### src/rtl/logc_rr_sched.sv
// rtl/logc_rr_sched.sv - round-robin sharing of one log-compression int_calc unit among NUM_CH channels
// Optional grant statistics: define LOGC_RR_SCHED_STATS_EN.
module logc_rr_sched #(
    parameter int NUM_CH      = 4,
    parameter int DATA_WIDTH  = 16,
    parameter int FRAC_WIDTH  = 16,
    parameter int NORM_WIDTH  = FRAC_WIDTH + 1,
    parameter int SHIFT_WIDTH = $clog2(DATA_WIDTH),
    parameter int CH_WIDTH    = $clog2(NUM_CH)
) (
    input  logic                         clk,
    input  logic                         reset,
    input  logic [NUM_CH-1:0]            chan_en,
    input  logic [NUM_CH-1:0]            req_valid,
    output logic [NUM_CH-1:0]            req_ready,
    input  logic [NUM_CH*DATA_WIDTH-1:0] req_data,
    output logic                         calc_in_valid,
    input  logic                         calc_in_ready,
    output logic [DATA_WIDTH-1:0]        calc_data,
    input  logic                         calc_out_valid,
    output logic                         calc_out_ready,
    input  logic [SHIFT_WIDTH-1:0]       calc_int_part,
    input  logic [NORM_WIDTH-1:0]        calc_data_out,
    output logic [NUM_CH-1:0]            rsp_valid,
    input  logic [NUM_CH-1:0]            rsp_ready,
    output logic [CH_WIDTH-1:0]          rsp_chan,
    output logic [SHIFT_WIDTH-1:0]       rsp_int_part,
    output logic [NORM_WIDTH-1:0]        rsp_data,
    output logic                         busy
`ifdef LOGC_RR_SCHED_STATS_EN
    ,
    input  logic                         stat_clear,
    output logic [NUM_CH*16-1:0]         stat_grants
`endif
);

    typedef enum logic [1:0] {
        IDLE     = 2'd0,
        ISSUE    = 2'd1,
        WAIT_RES = 2'd2,
        RETURN   = 2'd3
    } state_t;

    state_t                state, state_nxt;
    logic [CH_WIDTH-1:0]   rr_ptr;
    logic [CH_WIDTH-1:0]   cur_ch;
    logic [CH_WIDTH-1:0]   win_idx;
    logic [CH_WIDTH-1:0]   cand;
    logic                  win_found;
    logic [NUM_CH-1:0]     eligible;
    logic                  grant;

    assign eligible = req_valid & chan_en;
    assign busy     = (state != IDLE);
    assign grant    = (state == IDLE) && win_found;

    // Scan from the highest offset down so the channel closest to rr_ptr wins.
    always_comb begin
        win_found = 1'b0;
        win_idx   = '0;
        cand      = '0;
        for (int i = NUM_CH - 1; i >= 0; i--) begin
            cand = CH_WIDTH'((int'(rr_ptr) + i) % NUM_CH);
            if (eligible[cand]) begin
                win_found = 1'b1;
                win_idx   = cand;
            end
        end
    end

    always_ff @(posedge clk or posedge reset) begin
        if (reset) begin
            state <= IDLE;
        end else begin
            state <= state_nxt;
        end
    end

    always_comb begin
        state_nxt      = state;
        req_ready      = '0;
        calc_in_valid  = 1'b0;
        calc_out_ready = 1'b0;
        rsp_valid      = '0;
        case (state)
            IDLE: begin
                // Gated by reset so no accept is advertised while reset is held.
                if (win_found && !reset) begin
                    req_ready = NUM_CH'(1) << win_idx;
                    state_nxt = ISSUE;
                end
            end
            ISSUE: begin
                calc_in_valid = 1'b1;
                if (calc_in_ready) state_nxt = WAIT_RES;
            end
            WAIT_RES: begin
                calc_out_ready = 1'b1;
                if (calc_out_valid) state_nxt = RETURN;
            end
            RETURN: begin
                rsp_valid = NUM_CH'(1) << cur_ch;
                if (rsp_ready[cur_ch]) state_nxt = IDLE;
            end
            default: state_nxt = IDLE;
        endcase
    end

    always_ff @(posedge clk or posedge reset) begin
        if (reset) begin
            rr_ptr       <= '0;
            cur_ch       <= '0;
            calc_data    <= '0;
            rsp_chan     <= '0;
            rsp_int_part <= '0;
            rsp_data     <= '0;
        end else begin
            if (grant) begin
                calc_data <= req_data[int'(win_idx)*DATA_WIDTH +: DATA_WIDTH];
                cur_ch    <= win_idx;
            end
            if (state == WAIT_RES && calc_out_valid) begin
                rsp_int_part <= calc_int_part;
                rsp_data     <= calc_data_out;
                rsp_chan     <= cur_ch;
            end
            if (state == RETURN && rsp_ready[cur_ch]) begin
                rr_ptr <= (cur_ch == CH_WIDTH'(NUM_CH - 1)) ? '0 : cur_ch + 1'b1;
            end
        end
    end

`ifdef LOGC_RR_SCHED_STATS_EN
    logic [15:0] grant_cnt [NUM_CH];

    always_ff @(posedge clk or posedge reset) begin
        if (reset) begin
            for (int k = 0; k < NUM_CH; k++) grant_cnt[k] <= '0;
        end else if (stat_clear) begin
            for (int k = 0; k < NUM_CH; k++) grant_cnt[k] <= '0;
        end else if (grant && grant_cnt[win_idx] != 16'hFFFF) begin
            grant_cnt[win_idx] <= grant_cnt[win_idx] + 16'd1;
        end
    end

    for (genvar g = 0; g < NUM_CH; g++) begin : g_stat
        assign stat_grants[g*16 +: 16] = grant_cnt[g];
    end
`endif

endmodule

### config.mk
export PLATFORM = sky130hd
export DESIGN_NAME = logc_rr_sched
export DESIGN_NICKNAME = d
export VERILOG_FILES = /design/src/rtl/logc_rr_sched.sv
export SDC_FILE = /design/constraint.sdc
export NUM_CORES = 1
export LEC_CHECK = 0
export CAP_MARGIN = 10
export CORE_MARGIN = 3
export CORE_UTILIZATION = 43
export DETAILED_ROUTE_END_ITERATION = 10
export GPL_ROUTABILITY_DRIVEN = 0
export PLACE_DENSITY = 0.87
export SETUP_SLACK_MARGIN = 0.05
export SLEW_MARGIN = 25
export SYNTH_ARGS = -nofsm -noshare
export SYNTH_HDL_FRONTEND = slang
export SYNTH_SLANG_ARGS = --single-unit
export TNS_END_PERCENT = 5
### constraint.sdc
create_clock -name clk -period 3.7 [get_ports clk]
set_input_delay 0.555 -clock clk [delete_from_list [all_inputs] [get_ports clk]]
set_output_delay 0.555 -clock clk [all_outputs]
set_load 0.03 [all_outputs]
==> impl_metrics.toml, run 1 <==
# flow metrics
[status]
status = "finished, final reports clean"

[clocking]
cts-root-buf = "clkbuf_8"
post_cts_buffers = 0
clk_pin_slew_ns = 0.08
cts_resized = 0
clkLatencyLatePin_ns = 0.30
cts_inserted_buffers = 5
cts.path.max_buffers = 2
htree_levels = 2
cts.hold.buffers_added = 0
cts_tree = "done"

[flow_run]
maxCapViolCount = 0
tool_warnings = 32

[yosys]
ff_type = "dfrtp_1"
simple_gate_area_frac = 0.200
logic_family = "simple AND/OR/NAND/NOR gates"
ys_cells = 282
synthMuxAreaShare = 0.156
synth_seq_share = 0.398
ys_sh_xor = 0
edf_count = 0
top_area_cell = "dfrtp_1"
ys_sh_aoi = 0.170
fp_nets = 391
yosys-top-cells-area = "dfrtp_1 40%, mux2_2 9.2%, o41ai_2 5.7%"
netlist.area_leader.share = 0.398
synthCells = 282
yosys-top-cells-count = "45 x dfrtp_1, 27 x nand2_1, 23 x mux2_2"
syn_area_mm2 = 0.00283
ys_types = 35
ys_chip_area_mm2 = 0.00283
synth-adder-area-share = 0.0354
synth.avg_cell_area_um2 = 10.0
most_common_cell = "dfrtp_1"

[layout]
fin_nets = 537
logic_gate_count = 211
n_fill_cell = 451
final_area_mm2 = 0.00451
clock_area_frac = 0.0255
final_util = 0.736
comb_area_mm2 = 0.00160
layout_top_cell = "clkdlybuf4s50_1"
nonClockBufferCount = 156
sh_comb_area = 0.354
buffer_area_frac = 0.343
drive_gt1_frac = 0.128
instances_no_fill = 504
sh_seq_area = 0.249
flops = 45
final-seq-area_mm2 = 0.00113
inv_count = 9
area_growth_pct = 59.6
antennaDiodeCount = 0
area_dominant_class = "logic gates"

[sta]
finalCriticalPeriod_ns = 3.34
relSlewSlack = 0.370
hold_viol = 0
setup-tns-final_ns = 0
finalClockPeriodUsage = 0.902
fin_ws_ns = 0.364
fin_skew_ns = 0.0110
holdWs_ns = 0.500
fmax_mhz = 300
finalMaxSlewViolations = 0
setup_viol = 0

[die]
fp.dieW_um = 87.1
die_h_um = 87.1
nWellTaps = 75
die-area_mm2 = 0.00759
core_region_area_mm2 = 0.00613
ioPinCount = 151
fp_util = 0.461

[power]
peakVddDrop_mv = 0.488
power_density_mw_per_mm2 = 770
powerSeq_uw = 901
pg_clk_uw = 385
power_frac_clock = 0.111
finalPower_uw = 3480
p_sw_frac = 0.441
power_leader = "combinational logic"
p_switching_uw = 1530

[placement]
post_dp_cell_area_mm2 = 0.00440
dpl.cell_count = 496
io_buffers = 150
hpwlAfterDp_um = 6780
place_worst_setup_slack_ns = 0.402

[grt]
grt_use_total = 0.236
overflow = 0
antenna_found_initial = 0
grt_pass1_vias = 2856
grt_pass1_wl_um = 14000

[min_path]
min_from = "rsp_chan[0]"
hold_path.class = "flip-flop to flip-flop"
hold_depth = 2
min_to = "rsp_chan[0]"

[detailed_routing]
vias = 2810
dr.pass1.iters = 4
drcViolationCount = 0
antenna_left = 0
wirelength_um = 8790

[worst_setup_path]
r2r_slack_ns = 1.54
worstReg2RegStart = "rr_ptr[0]"
r2r_cells = 5
endpoint = "req_ready[3]"
startpoint_type = "input port"
required_ns = 3.14
worstSetupStartpoint = "req_valid[0]"
timing.rr.end = "calc_data[11]"
worstPathMaxFanout = 13
critPathArrivalTime_ns = 2.78
path_class = "input port to primary output"
[run 1: critical path: stages]
cell             delay [ns]
clkdlybuf4s50_1        0.58
a22oi_2                0.16
a21o_1                 0.35
nor4_1                 0.37
clkdlybuf4s50_1        0.77
[run 1: flip-flops by register name (all words and copies together) (netlist names)]
register	flops
rr_ptr	2
calc_data	16
rsp_data	17
cur_ch	2
rsp_chan	2
rsp_int_part	4
state	2
[run 1: per-layer routing]
metal / global-route usage / vias to the layer above / routed length (um)
met5: 0 / - / 0
met4: 0.0823 / 0 / 242
met3: 0.0539 / 18 / 669
met2: 0.413 / 141 / 4670
met1: 0.283 / 1337 / 3210
li1: - / 1314 / -
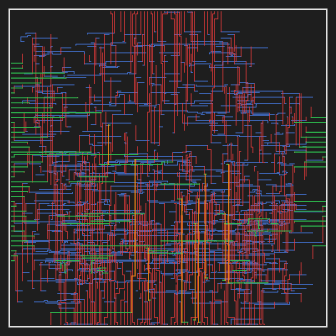
run_1/wires.png
Key: orange = metal 4 [wire length 242 um]; green = metal 3 [wire length 669 um]; red = metal 2 [wire length 4670 um]; blue = metal 1 [wire length 3210 um]

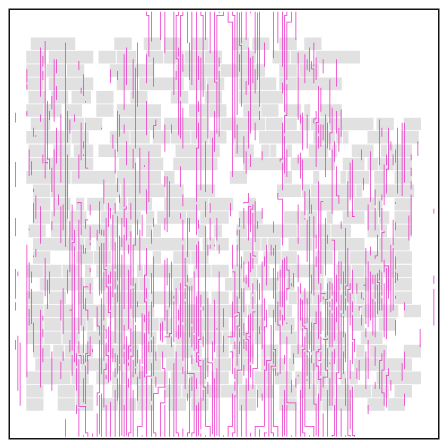
run_1/layer_met2.png
The layer holds 53% of the routed length. 480 nets have wire on it. The wires run mostly vertical.

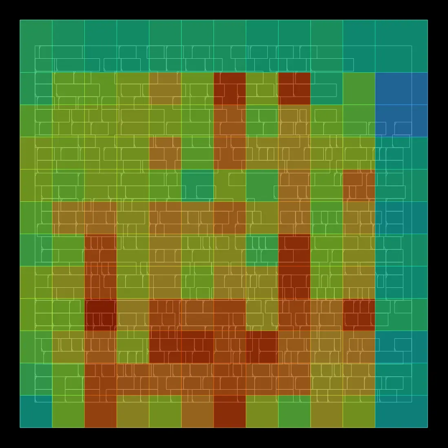
run_1/congestion.png
GR Util met2: 0.413
GR peak layer: met2
wire length per cell: 17.4 um
GR Util met3: 0.0539

run_1/clk_routes.png
Bar = 20 um.
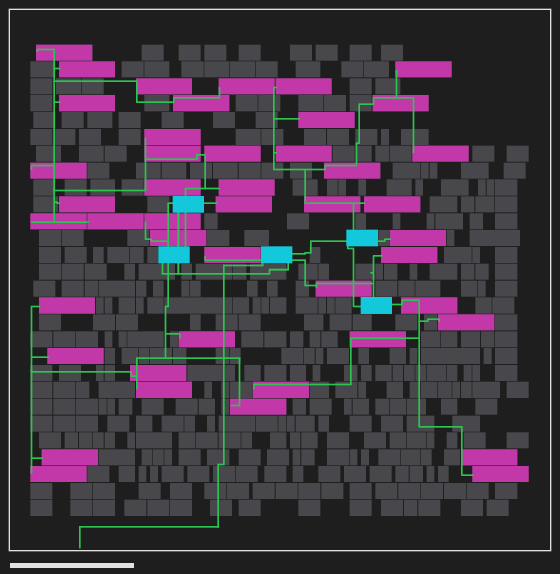

==> run 1 -> run 2 <==
Settings changed: CORE_MARGIN 3 to not set.
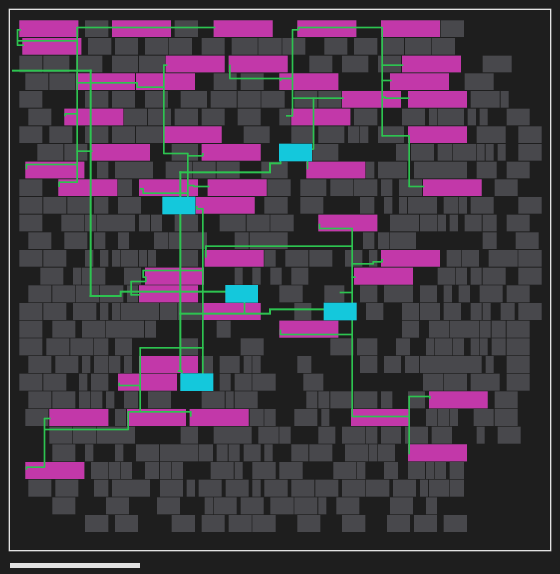
run_2/clk_routes.png
Bar = 20 um.
Key: cyan = clock drivers [count 5]; magenta = flip-flops [count 45]; green = clock wires [length 584 um]
Position of the flops: spread over the die.

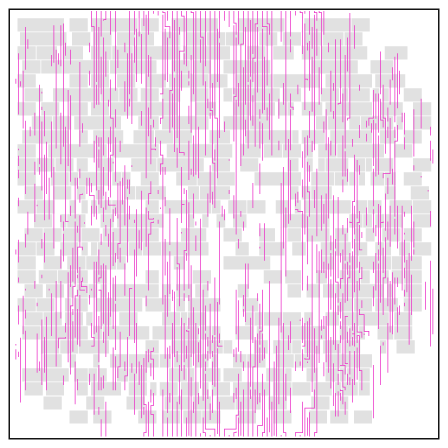
run_2/layer_met2.png
The wires run mostly vertical. 471 nets have wire on it. The layer holds 54% of the routed length. The longest straight run is 32.8 um.

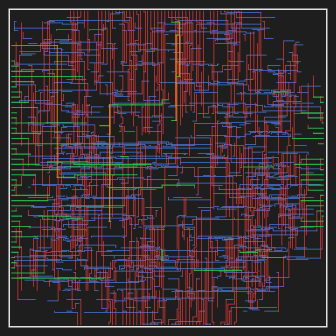
run_2/wires.png
Key: orange = metal 4 [wire length 102 um]; green = metal 3 [wire length 523 um]; blue = metal 1 [wire length 3410 um]; red = metal 2 [wire length 4780 um]

==> run 2 against run 1 <==
  * Register-to-register slack improved by 0.03 ns
  * Wire length up 0.31%
  * Clock power decreased by 17%
  * Fmax up 1.3%
  * Critical path depth grew 2
  * Die area is 9.0% lower
==> impl_metrics.toml, run 2 <==
# flow metrics
[placement]
dpl.cell_count = 501
io_buffers = 150
place_worst_setup_slack_ns = 0.444
post_dp_cell_area_mm2 = 0.00442

[min_path]
hold_path.class = "flip-flop to flip-flop"
hold_depth = 2
min_to = "rsp_chan[0]"
min_from = "rsp_chan[0]"

[worst_setup_path]
required_ns = 3.14
r2r_cells = 5
timing.rr.end = "calc_data[11]"
slowest_delay_ns = 0.70
endpoint = "req_ready[1]"
crit_chain = "clkdlybuf4s50_1 > nand3b_1 > o211ai_1 > a22oi_2 > nand2_1 > nor3_1 > clkdlybuf4s50_1"
crit_slowest_cell = "clkdlybuf4s50_1"
critical-path-top-delay-family = "buffers and inverters"
critPathArrivalTime_ns = 2.74
worstReg2RegStart = "rr_ptr[0]"
r2r_slack_ns = 1.57
worstSetupPathDepth = 7
startpoint_type = "input port"
worstSetupStartpoint = "req_valid[0]"
worstPathMaxFanout = 6
path_class = "input port to primary output"

[die]
die_h_um = 83.1
fp_util = 0.446
core_region_area_mm2 = 0.00635
ioPinCount = 151
die-area_mm2 = 0.00691

[grt]
grt.busiest_layer = "met2"
grtUsageMet3 = 0.0567
antenna_found_initial = 0
met2_usage = 0.487
overflow = 0
grt_pass1_vias = 2974
grt_use_total = 0.261
grtUsageMet1 = 0.300

[sta]
fin_skew_ns = 0.00509
fin_ws_ns = 0.406
holdWs_ns = 0.495
setup-tns-final_ns = 0
relSlewSlack = 0.349
fmax_mhz = 304
finalMaxSlewViolations = 0
setup_viol = 0
finalCriticalPeriod_ns = 3.29
finalClockPeriodUsage = 0.890
hold_viol = 0

[detailed_routing]
antenna_left = 0
route.met2.wl_um = 4780
wirelength_um = 8820
drt-wirelength-per-cell_um = 17.3
drcViolationCount = 0
routed.top_layer = "met4"

[yosys]
synthCells = 282
synth.avg_cell_area_um2 = 10.0
ff_type = "dfrtp_1"
ys_types = 35
fp_nets = 391
netlist.area_leader.share = 0.398
ys_sh_xor = 0
yosys-top-cells-count = "45 x dfrtp_1, 27 x nand2_1, 23 x mux2_2"
syn_area_mm2 = 0.00283
logic_family = "simple AND/OR/NAND/NOR gates"
synthMuxAreaShare = 0.156
ys_cells = 282
synth-adder-area-share = 0.0354
ys_chip_area_mm2 = 0.00283
ys_sh_aoi = 0.170
most_common_cell = "dfrtp_1"
simple_gate_area_frac = 0.200

[layout]
area_growth_pct = 59.6
largest_reg_flops = 17
reg.largest.list = "rsp_data (17), calc_data (16), rsp_int_part (4)"
top_register = "rsp_data"
final_util = 0.711
antennaDiodeCount = 0
final-seq-area_mm2 = 0.00113
final_area_mm2 = 0.00451
fin_nets = 540
layout_top_cell = "clkdlybuf4s50_1"
drive_gt1_frac = 0.134
comb_area_mm2 = 0.00160

[clocking]
htree_levels = 2
clk_pin_slew_ns = 0.09
post_cts_buffers = 0
cts_tree = "done"
clkLatencyLatePin_ns = 0.30
cts_resized = 0
cts_inserted_buffers = 5
cts.path.max_buffers = 2

[power]
power_density_mw_per_mm2 = 761
finalPower_uw = 3440

[flow_run]
tool_warnings = 32
maxCapViolCount = 0

[status]
status = "finished, final reports clean"
==> run 2: cell counts after synthesis <==
Identical to the previous run, type by type.
==> run 2: power by group <==
part	internal (uW)	switching, uW	total (uW)
clock network	134	184	319
registers	747	165	912
logic	1010	1200	2210
total	1890	1550	3440
==> run 2: kinds of logic after synthesis <==
| kind of cell | Yosys count |
|---|---|
| buffers and inverters | 26 |
| multiplexers | 40 |
| adder cells (fa/ha/maj) | 8 |
| flip-flops | 45 |
| AND-OR/OR-AND | 55 |
| AND/OR/NAND/NOR | 108 |
==> run 2: final cells by class <==
class	instances	area share
Multi-Input combinational cell	211	0.354
Timing Repair Buffer	159	0.348
Inverter	9	0.00776
Tap cell	77	0.0213
Clock inverter	3	0.00471
Clock buffer	5	0.0152
Sequential cell	45	0.249
Power figures rest on the tool's default switching activity, not on a simulated workload.
